--- config.mk ---
export PLATFORM = sky130hd
export DESIGN_NAME = seven_seg_scan_ctrl
export DESIGN_NICKNAME = d
export VERILOG_FILES = /design/src/rtl/seg7_pkg.sv /design/src/rtl/seven_seg_scan_ctrl_hex_to_seg7.sv /design/src/rtl/seven_seg_scan_ctrl.sv
export SDC_FILE = /design/constraint.sdc
export NUM_CORES = 1
export LEC_CHECK = 0
export ABC_AREA = 1
export CORE_ASPECT_RATIO = 1.1
export CORE_MARGIN = 2
export CORE_UTILIZATION = 51
export DETAILED_ROUTE_END_ITERATION = 7
export PLACE_DENSITY = 0.76
export SYNTH_ARGS = -nofsm -noshare
export SYNTH_HDL_FRONTEND = slang
export SYNTH_SLANG_ARGS = --single-unit
--- constraint.sdc ---
create_clock -name clk -period 1.81 [get_ports clk]
set_clock_uncertainty 0.1 [all_clocks]
set_input_delay 0.4525 -clock clk [delete_from_list [all_inputs] [get_ports clk]]
set_output_delay 0.4525 -clock clk [all_outputs]
set_load 0.03 [all_outputs]
--- src/rtl/seg7_pkg.sv ---
// Shared constants for the seven-segment scan controller: blank pattern,
// hex glyph table (active-high a..g) and a constant clog2 helper.
package seg7_pkg;

    localparam logic [6:0] SEG_BLANK = 7'h7F;

    localparam logic [6:0] HEX_SEG [0:15] = '{
        7'h3F, 7'h06, 7'h5B, 7'h4F, 7'h66, 7'h6D, 7'h7D, 7'h07,
        7'h7F, 7'h6F, 7'h77, 7'h7C, 7'h39, 7'h5E, 7'h79, 7'h71
    };

    function automatic int clog2(input int value);
        int r;
        int v;
        r = 0;
        v = value - 1;
        while (v > 0) begin
            r = r + 1;
            v = v >> 1;
        end
        return r;
    endfunction

endpackage

--- src/rtl/seven_seg_scan_ctrl_hex_to_seg7.sv ---
// Combinational hex nibble to active-low {g,f,e,d,c,b,a} segment pattern.
module hex_to_seg7
    import seg7_pkg::*;
(
    input  logic [3:0] nibble,
    output logic [6:0] seg_n
);

    always_comb begin
        seg_n = ~HEX_SEG[nibble];
    end

endmodule

--- src/rtl/seven_seg_scan_ctrl.sv ---
// Multiplexed seven-segment scanner with refresh prescaler, double-buffered
// value loading, leading-zero suppression and per-slot anti-ghosting blank.
module seven_seg_scan_ctrl
    import seg7_pkg::*;
#(
    parameter int NUM_DIGITS   = 4,
    parameter int REFRESH_DIV  = 100000,
    parameter int BLANK_CYCLES = 1000
) (
    input  logic                      clk,
    input  logic                      reset,
    input  logic [4*NUM_DIGITS-1:0]   value_in,
    input  logic [NUM_DIGITS-1:0]     dp_in,
    input  logic [NUM_DIGITS-1:0]     digit_en,
    input  logic                      lz_suppress,
    input  logic                      load,
    output logic [NUM_DIGITS-1:0]     an,
    output logic [6:0]                seg,
    output logic                      dp,
    output logic                      frame_start
);

    localparam int PW = (clog2(REFRESH_DIV) < 1) ? 1 : clog2(REFRESH_DIV);
    localparam int IW = clog2(NUM_DIGITS);
    localparam logic [PW-1:0] PRESC_LAST = PW'(REFRESH_DIV - 1);
    localparam logic [PW-1:0] BLANK_LIM  = PW'(BLANK_CYCLES);
    localparam logic [IW-1:0] IDX_LAST   = IW'(NUM_DIGITS - 1);

    logic [PW-1:0]             presc_q, presc_d;
    logic [IW-1:0]             idx_q, idx_d;
    logic [4*NUM_DIGITS-1:0]   sh_val_q, sh_val_d, act_val_q, act_val_d;
    logic [NUM_DIGITS-1:0]     sh_dp_q, sh_dp_d, act_dp_q, act_dp_d;
    logic [NUM_DIGITS-1:0]     sh_en_q, sh_en_d, act_en_q, act_en_d;
    logic [NUM_DIGITS-1:0]     an_q, an_d;
    logic [6:0]                seg_q, seg_d;
    logic                      dp_q, dp_d;
    logic                      frame_start_q, frame_start_d;

    logic                      wrap;
    logic [NUM_DIGITS-1:0]     supp;
    logic                      zero_above;
    logic [3:0]                cur_nibble;
    logic [6:0]                cur_seg_n;
    logic                      blank;

    hex_to_seg7 u_hex_to_seg7 (
        .nibble (cur_nibble),
        .seg_n  (cur_seg_n)
    );

    always_comb begin
        presc_d = presc_q;
        idx_d   = idx_q;
        wrap    = 1'b0;
        if (presc_q == PRESC_LAST) begin
            presc_d = '0;
            if (idx_q == IDX_LAST) begin
                idx_d = '0;
                wrap  = 1'b1;
            end else begin
                idx_d = idx_q + 1'b1;
            end
        end else begin
            presc_d = presc_q + 1'b1;
        end

        sh_val_d = load ? value_in : sh_val_q;
        sh_dp_d  = load ? dp_in    : sh_dp_q;
        sh_en_d  = load ? digit_en : sh_en_q;

        // Active copy takes the pre-load shadow so a frame is never torn
        act_val_d = wrap ? sh_val_q : act_val_q;
        act_dp_d  = wrap ? sh_dp_q  : act_dp_q;
        act_en_d  = wrap ? sh_en_q  : act_en_q;

        zero_above = 1'b1;
        supp       = '0;
        for (int k = NUM_DIGITS - 1; k >= 0; k--) begin
            zero_above = zero_above & (act_val_q[4*k +: 4] == 4'h0);
            supp[k]    = lz_suppress & zero_above & (k != 0);
        end

        cur_nibble = act_val_q[4*int'(idx_q) +: 4];
        blank = ~act_en_q[idx_q] | supp[idx_q] | (presc_q < BLANK_LIM);

        an_d  = '1;
        seg_d = SEG_BLANK;
        dp_d  = 1'b1;
        if (!blank) begin
            an_d[idx_q] = 1'b0;
            seg_d       = cur_seg_n;
            dp_d        = ~act_dp_q[idx_q];
        end
        frame_start_d = wrap;
    end

    always_ff @(posedge clk) begin
        if (reset) begin
            presc_q       <= '0;
            idx_q         <= '0;
            sh_val_q      <= '0;
            sh_dp_q       <= '0;
            sh_en_q       <= '0;
            act_val_q     <= '0;
            act_dp_q      <= '0;
            act_en_q      <= '0;
            an_q          <= '1;
            seg_q         <= SEG_BLANK;
            dp_q          <= 1'b1;
            frame_start_q <= 1'b0;
        end else begin
            presc_q       <= presc_d;
            idx_q         <= idx_d;
            sh_val_q      <= sh_val_d;
            sh_dp_q       <= sh_dp_d;
            sh_en_q       <= sh_en_d;
            act_val_q     <= act_val_d;
            act_dp_q      <= act_dp_d;
            act_en_q      <= act_en_d;
            an_q          <= an_d;
            seg_q         <= seg_d;
            dp_q          <= dp_d;
            frame_start_q <= frame_start_d;
        end
    end

    assign an          = an_q;
    assign seg         = seg_q;
    assign dp          = dp_q;
    assign frame_start = frame_start_q;

endmodule

==> metrics.csv, run 1 <==
metric,value,unit
status,"finished, final reports clean",
synthDominantAreaCellType,sky130_fd_sc_hd__dfxtp_1,
crit_required,1.94,ns
gp_congestion,0.907,
synth-simple-area-share,38.7,%
final_util,62.4,%
drt_first_pass_iters,7,
worst-path-buf-inv,0,
ant_nets,0,
pre_cts_ws,-0.184,ns
cts_buffers,9,
hold_ws,0.362,ns
design.die.area,8080,um2
critPathLaunchType,register,
yosysTopAreaCellShare,42.6,%
aoi_share,6.15,%
slowest_delay,0.37,ns
vias,3268,
postLayoutSetupSlackWorst,0.122,ns
timing_max_transition_violations_final,0,
die_height,94.1,um
worstSetupPathType,register to register,
worstSetupPathDepth,6,
htree_num_levels,3,
post_synthesis_average_cell_area,7.33,um2
n_antenna_cell,0,
pin_count,41,
min-delay-start,presc_q[0]$_SDFF_PP0_,
run 1: flip-flops by register name, summed over array words and instances, names as in the netlist:
register,cells
frame_start,1
idx_q,2
act_dp_q,4
seg,7
act_val_q,16
presc_q,17
dp,1
an,4
sh_en_q,4
sh_dp_q,4
act_en_q,4
sh_val_q,16
run 1: what timing repair did:
item                                    4_1_cts  5_1_grt
endpoints found under the setup margin       14       21
cloned                                        0        0
endpoints found under the hold margin         0        0
gates resized                                14        7
run 1: per-stage QoR:
stage | area, um2 | std cells
global placement | 4220 | 627
CTS | 4400 | 643
floorplan | 3760 | 513
global route | 4420 | 643
finish | 4420 | 643
detailed placement | 4220 | 627
run 1: how the worst max path moves through the flow:
stage,endpoint,from
floorplan,seg[0]$_SDFF_PP1_,idx_q[0]$_SDFFE_PP0N_
global route,act_dp_q[2]$_SDFFE_PP0P_,presc_q[0]$_SDFF_PP0_
global placement,sh_val_q[2]$_SDFFE_PP0P_,reset
CTS,seg[0]$_SDFF_PP1_,presc_q[5]$_SDFF_PP0_
finish,act_val_q[5]$_SDFFE_PP0P_,presc_q[0]$_SDFF_PP0_
detailed placement,sh_dp_q[2]$_SDFFE_PP0P_,reset
run 1: metal layers:
layer	GRT usage, %	up-vias	wire length (um)
met1	27.1	1437	3640
li1	-	1755	-
met5	0	-	0
met4	7.80	0	116
met3	4.75	10	322
met2	32.8	66	3560
run 1: layout make-up:
| class | instances | share of cell area, % |
|---|---|---|
| multi-input combinational | 373 | 42.2 |
| sequential | 80 | 36.4 |
| timing repair buffer | 54 | 11.6 |
| inverter | 35 | 3.06 |
| clock buffer | 9 | 2.80 |
| tap | 85 | 2.41 |
| clock inverter | 7 | 1.59 |
run 1: power by group:
part,internal [mW],switching (mW)
combinational,0.0847,0.0824
sequential,1.80,0.0227
clock,0.637,0.647
total,2.52,0.753
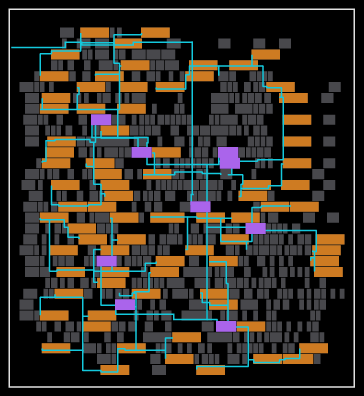
(run_1/clk_routes.png)
(4 px per um)
[cyan] clock wires | length: 924 um
[purple] clock drivers | count: 9
[orange] flip-flops | count: 80
flops lie: spread over the die
routed clock nets: 10

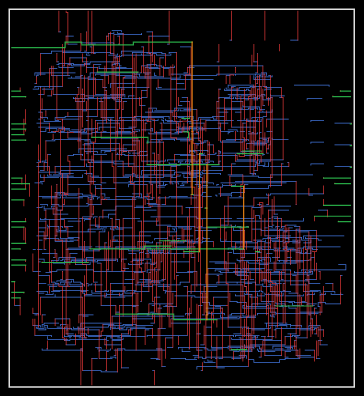
(run_1/wires.png)
(4 px per um)
| color | layer | wire length |
|---|---|---|
| blue | metal 1 | 3640 um |
| red | metal 2 | 3560 um |
| green | metal 3 | 323 um |
| orange | metal 4 | 117 um |

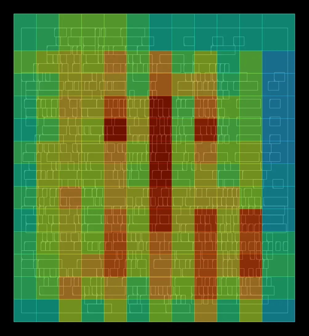
(run_1/congestion.png)
wire length per cell: 11.9 um
total track usage: 20.6%

--- run 2 (diff from run 1) ---
- HOLD_SLACK_MARGIN: default -> 0.1
- SLEW_MARGIN: default -> 20
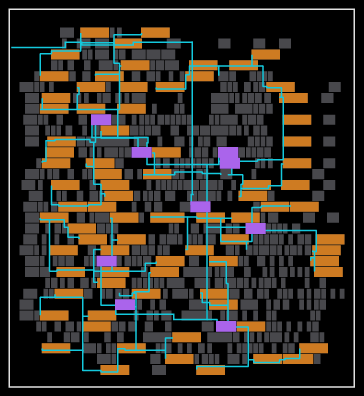
(run_2/clk_routes.png)
(4 px per um)
[cyan] clock wires | length: 924 um
[orange] flip-flops | count: 80
[purple] clock drivers | count: 9
routed clock nets: 10

==> run 2 against run 1 <==
Effect of this change: cell count did not move; via count is the same; critical path depth unchanged; highest routed layer unchanged; register-to-register slack hardly changed; cell area did not move; flip-flop count stayed put; global-route usage did not move; total power did not move; area after synthesis is the same.
==> metrics.csv, run 2 <==
metric,value,unit,change
status,"finished, final reports clean",,
ant_nets,0,,unchanged
final_cells,643,,unchanged
critPathLaunch,presc_q[0]$_SDFF_PP0_,,
synthDominantAreaCellType,sky130_fd_sc_hd__dfxtp_1,,
post_synthesis_average_cell_area,7.33,um2,unchanged
power.share.sequential,55.7,%,about the same
registers.top_by_ff_count,presc_q,,
crit_required,1.94,ns,about the same
switching_power,0.753,mW,unchanged
n_antenna_cell,0,,unchanged
yosysTopAreaCellShare,42.6,%,unchanged
final_design_area_no_fill,4420,um2,unchanged
cell_internal_pwr,2.52,mW,unchanged
grt_usage,20.6,%,unchanged
reg.largest.list,"presc_q: 17 flops, act_val_q: 16 flops, sh_val_q: 16 flops",,
cts_repair_resized_insts,14,,unchanged
placed_area,4220,um2,unchanged
crit-reg2reg-launch,presc_q[0]$_SDFF_PP0_,,
htree_num_levels,3,,unchanged
switching_share,23.0,%,unchanged
worstSetupPathType,register to register,,
synth.lib_cells_used.distinct,33,,
vias,3268,,unchanged
cts_buffers,9,,unchanged
avgRoutedWirePerCell,11.9,um,unchanged
comb_power_share,5.1,%,about the same
timing_max_transition_violations_final,0,,unchanged
rsz0062_at_grt,true,,
critPathLaunchType,register,,
placed_cells,627,,unchanged
design.die.area,8080,um2,unchanged
drt_first_pass_iters,7,,unchanged
min-delay-start,presc_q[0]$_SDFF_PP0_,,
die_height,94.1,um,unchanged
[run 2: metal layers]
layer	vias to the layer above	GRT usage, %	wire length [um]
li1	1755	-	-
met1	1437	27.1	3640
met2	66	32.8	3560
met3	10	4.75	322
met4	0	7.80	116
met5	-	0	0
[run 2: cells by family after synthesis]
family	synth area share (%)
buffers and inverters	8.35
xor gates and xnor gates	0.932
and+or+nand+nor	38.7
adders and majority gates	3.33
DFF	42.6
AOI/OAI and AO/OA	6.15
[run 2: per-stage QoR]
stage	total power, mW	util (%)	hold WS (ns)	worst slack, ns
floorplan	1.95	-	0.317	0.0554
detailed placement	2.03	59.5	0.349	-0.184
finish	3.27	62.4	0.362	0.122
global route	3.42	62.4	0.397	-0.00179
global placement	2.02	59.5	0.330	-0.126
CTS	3.31	62.0	0.367	0.0701
[run 2: worst max-delay path, stage by stage (launching register included)]
cell,delay [ns]
sky130_fd_sc_hd__dfxtp_1,0.37
sky130_fd_sc_hd__ha_1,0.25
sky130_fd_sc_hd__nand3_4,0.13
sky130_fd_sc_hd__nor2_2,0.18
sky130_fd_sc_hd__nand3_4,0.31
sky130_fd_sc_hd__nand3_1,0.18
sky130_fd_sc_hd__nand2_1,0.06
[run 2: area by class of cell]
cell class	count	area [um2]	share of cell area [%]
sequential	80	1610	36.4
clock buffer	9	124	2.80
tap	85	106	2.41
inverter	35	135	3.06
clock inverter	7	70.1	1.59
timing repair buffer	54	514	11.6
multi-input combinational	373	1860	42.2
[run 2: power by group through the flow]
stage / clock network (mW) / registers (mW) / logic [mW]
finish: 1.28 / 1.82 / 0.167
global route: 1.40 / 1.83 / 0.188
CTS: 1.32 / 1.82 / 0.168
detailed placement: 0 / 1.87 / 0.166
global placement: 0 / 1.86 / 0.161
floorplan: 0 / 1.86 / 0.0917
==> run_2/congestion.png <==
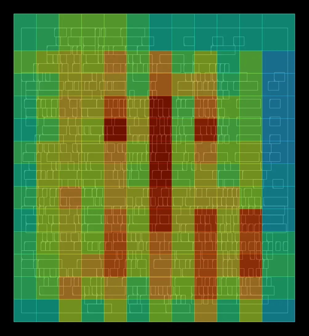

--- run 3 (diff from run 2) ---
- PLACE_DENSITY: 0.76 -> default
- PLACE_DENSITY_LB_ADDON: default -> 0.1
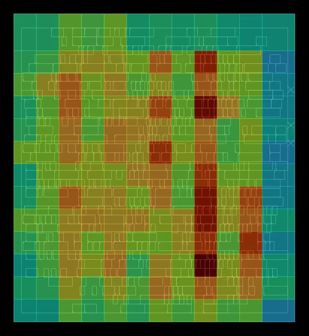
(run_3/congestion.png)
wire length per cell: 11.7 um
GR met2 Demand/Resource: 32.8%
met1 usage: 26.3%
final standard cell utilization of the core: 62.1%
global-route met3 utilization: 4.04%

==> run 3 against run 2 <==
Effect of this change: the flow now finishes with violations (design-rule violations); sequential share of layout area rose by 0.12 points; wire length shrank 1.1%; area after synthesis is the same; critical endpoint is now act_en_q[0]$_SDFFE_PP0P_.
==> metrics.csv, run 3 <==
metric,value,unit,change
final.min_clock_period,1.67,ns,
drt_first_pass_iters,8,,+1
final_common_cell,sky130_fd_sc_hd__nand2_1,,
cts_buffers,9,,unchanged
pre_cts_ws,0.000160,ns,+0.185 ns
slowest_stage,sky130_fd_sc_hd__dfxtp_1,,
worstSetupPathType,register to register,,
n_antenna_cell,0,,unchanged
post_synthesis_average_cell_area,7.33,um2,unchanged
globalRouteOverflowTotal,0,,
status,finished with violations,,
synth.lib_cells_used.distinct,33,,unchanged
postLayoutSetupSlackWorst,0.145,ns,+0.0229 ns
htree_num_levels,3,,unchanged
worst-path-buf-inv,1,,+1
die_height,94.1,um,unchanged
final_design_area_no_fill,4400,um2,-0.48%
cell_family_with_the_largest_share_of_critical_path_delay,simple AND/OR/NAND/NOR gates,,
reg.largest.list,"presc_q: 17 flops, act_val_q: 16 flops, sh_val_q: 16 flops",,
critPathLaunchType,register,,
grt.busiest_layer,met2,,
ant_nets,0,,unchanged
yosysTopAreaCellShare,42.6,%,unchanged
timing_max_transition_violations_final,0,,unchanged
crit_chain,inv_1 -> nand2_1 -> nor2_2 -> nand2_1 -> nor2_2 -> nand3_4 -> nand3_1 -> nand2_1,,
vias,3269,,+0.031%
placed_area,4220,um2,unchanged
crit_required,1.97,ns,+0.03 ns
hold_ws,0.364,ns,+0.00235 ns
violated_checks,design-rule violations,,
synthDominantAreaCellType,sky130_fd_sc_hd__dfxtp_1,,
total_drc_errors_in_the_routed_layout,3,,
cts_repair_resized_insts,13,,-1
slowest_delay,0.37,ns,about the same
design.die.area,8080,um2,unchanged
clkSlewWorstSetupHoldPaths,0.08,ns,
registers.top_by_ff_count,presc_q,,
critical_path_s_most_frequent_cell,sky130_fd_sc_hd__nand2_1,,
layout_top_cells_excl_fill_tap,"110 x sky130_fd_sc_hd__nand2_1, 94 x sky130_fd_sc_hd__nor2_1, 78 x sky130_fd_sc_hd__dfxtp_1",,
ys_seq_share,42.6,%,
-- run 3: area by class of cell --
class | instances | area (um2) | share of cell area [%]
multi-input cells | 373 | 1860 | 42.3
repair buffers | 54 | 514 | 11.7
inverters | 35 | 133 | 3.02
clock buffers | 9 | 124 | 2.82
clock inverters | 7 | 56.3 | 1.28
well taps | 85 | 106 | 2.42
flip-flops and latches | 80 | 1600 | 36.5
-- run 3: kinds of logic after synthesis --
family	share of synthesized area (%)
AND-OR/OR-AND	6.15
flip-flops	42.6
AND/OR/NAND/NOR	38.7
XOR/XNOR	0.932
adder cells (fa/ha/maj)	3.33
buffers and inverters	8.35
-- run 3: per-stage QoR --
step	util, %	TNS [ns]	std cells	power [mW]
floorplan	-	0	513	1.95
global placement	59.5	0	627	2.03
detailed placement	59.5	0	627	2.03
CTS	61.8	0	643	3.22
global route	62.1	-0.000359	643	3.32
finish	62.1	0	643	3.19
-- run 3: metal layers --
metal / wire (um) / up-vias
li1: - / 1754
met1: 3680 / 1434
met2: 3430 / 71
met3: 273 / 10
met4: 167 / 0
met5: 0 / -
-- run 3: report_power, final --
| part | internal [mW] | switching (mW) |
|---|---|---|
| logic | 0.0842 | 0.0820 |
| clock network | 0.508 | 0.691 |
| registers | 1.80 | 0.0233 |
-- run 3: path summary, 6_finish.rpt --
check	startpoint	cells past startpoint	to	slack, ns
worst min-delay path	presc_q[0]$_SDFF_PP0_	1	presc_q[0]$_SDFF_PP0_	0.36
worst min register to register	presc_q[0]$_SDFF_PP0_	1	presc_q[0]$_SDFF_PP0_	0.36
worst max register to register	presc_q[12]$_SDFF_PP0_	8	act_en_q[0]$_SDFFE_PP0P_	0.14
worst max-delay path	presc_q[12]$_SDFF_PP0_	8	act_en_q[0]$_SDFFE_PP0P_	0.14
No activity file was given, so power comes from the tool's default toggle rates.
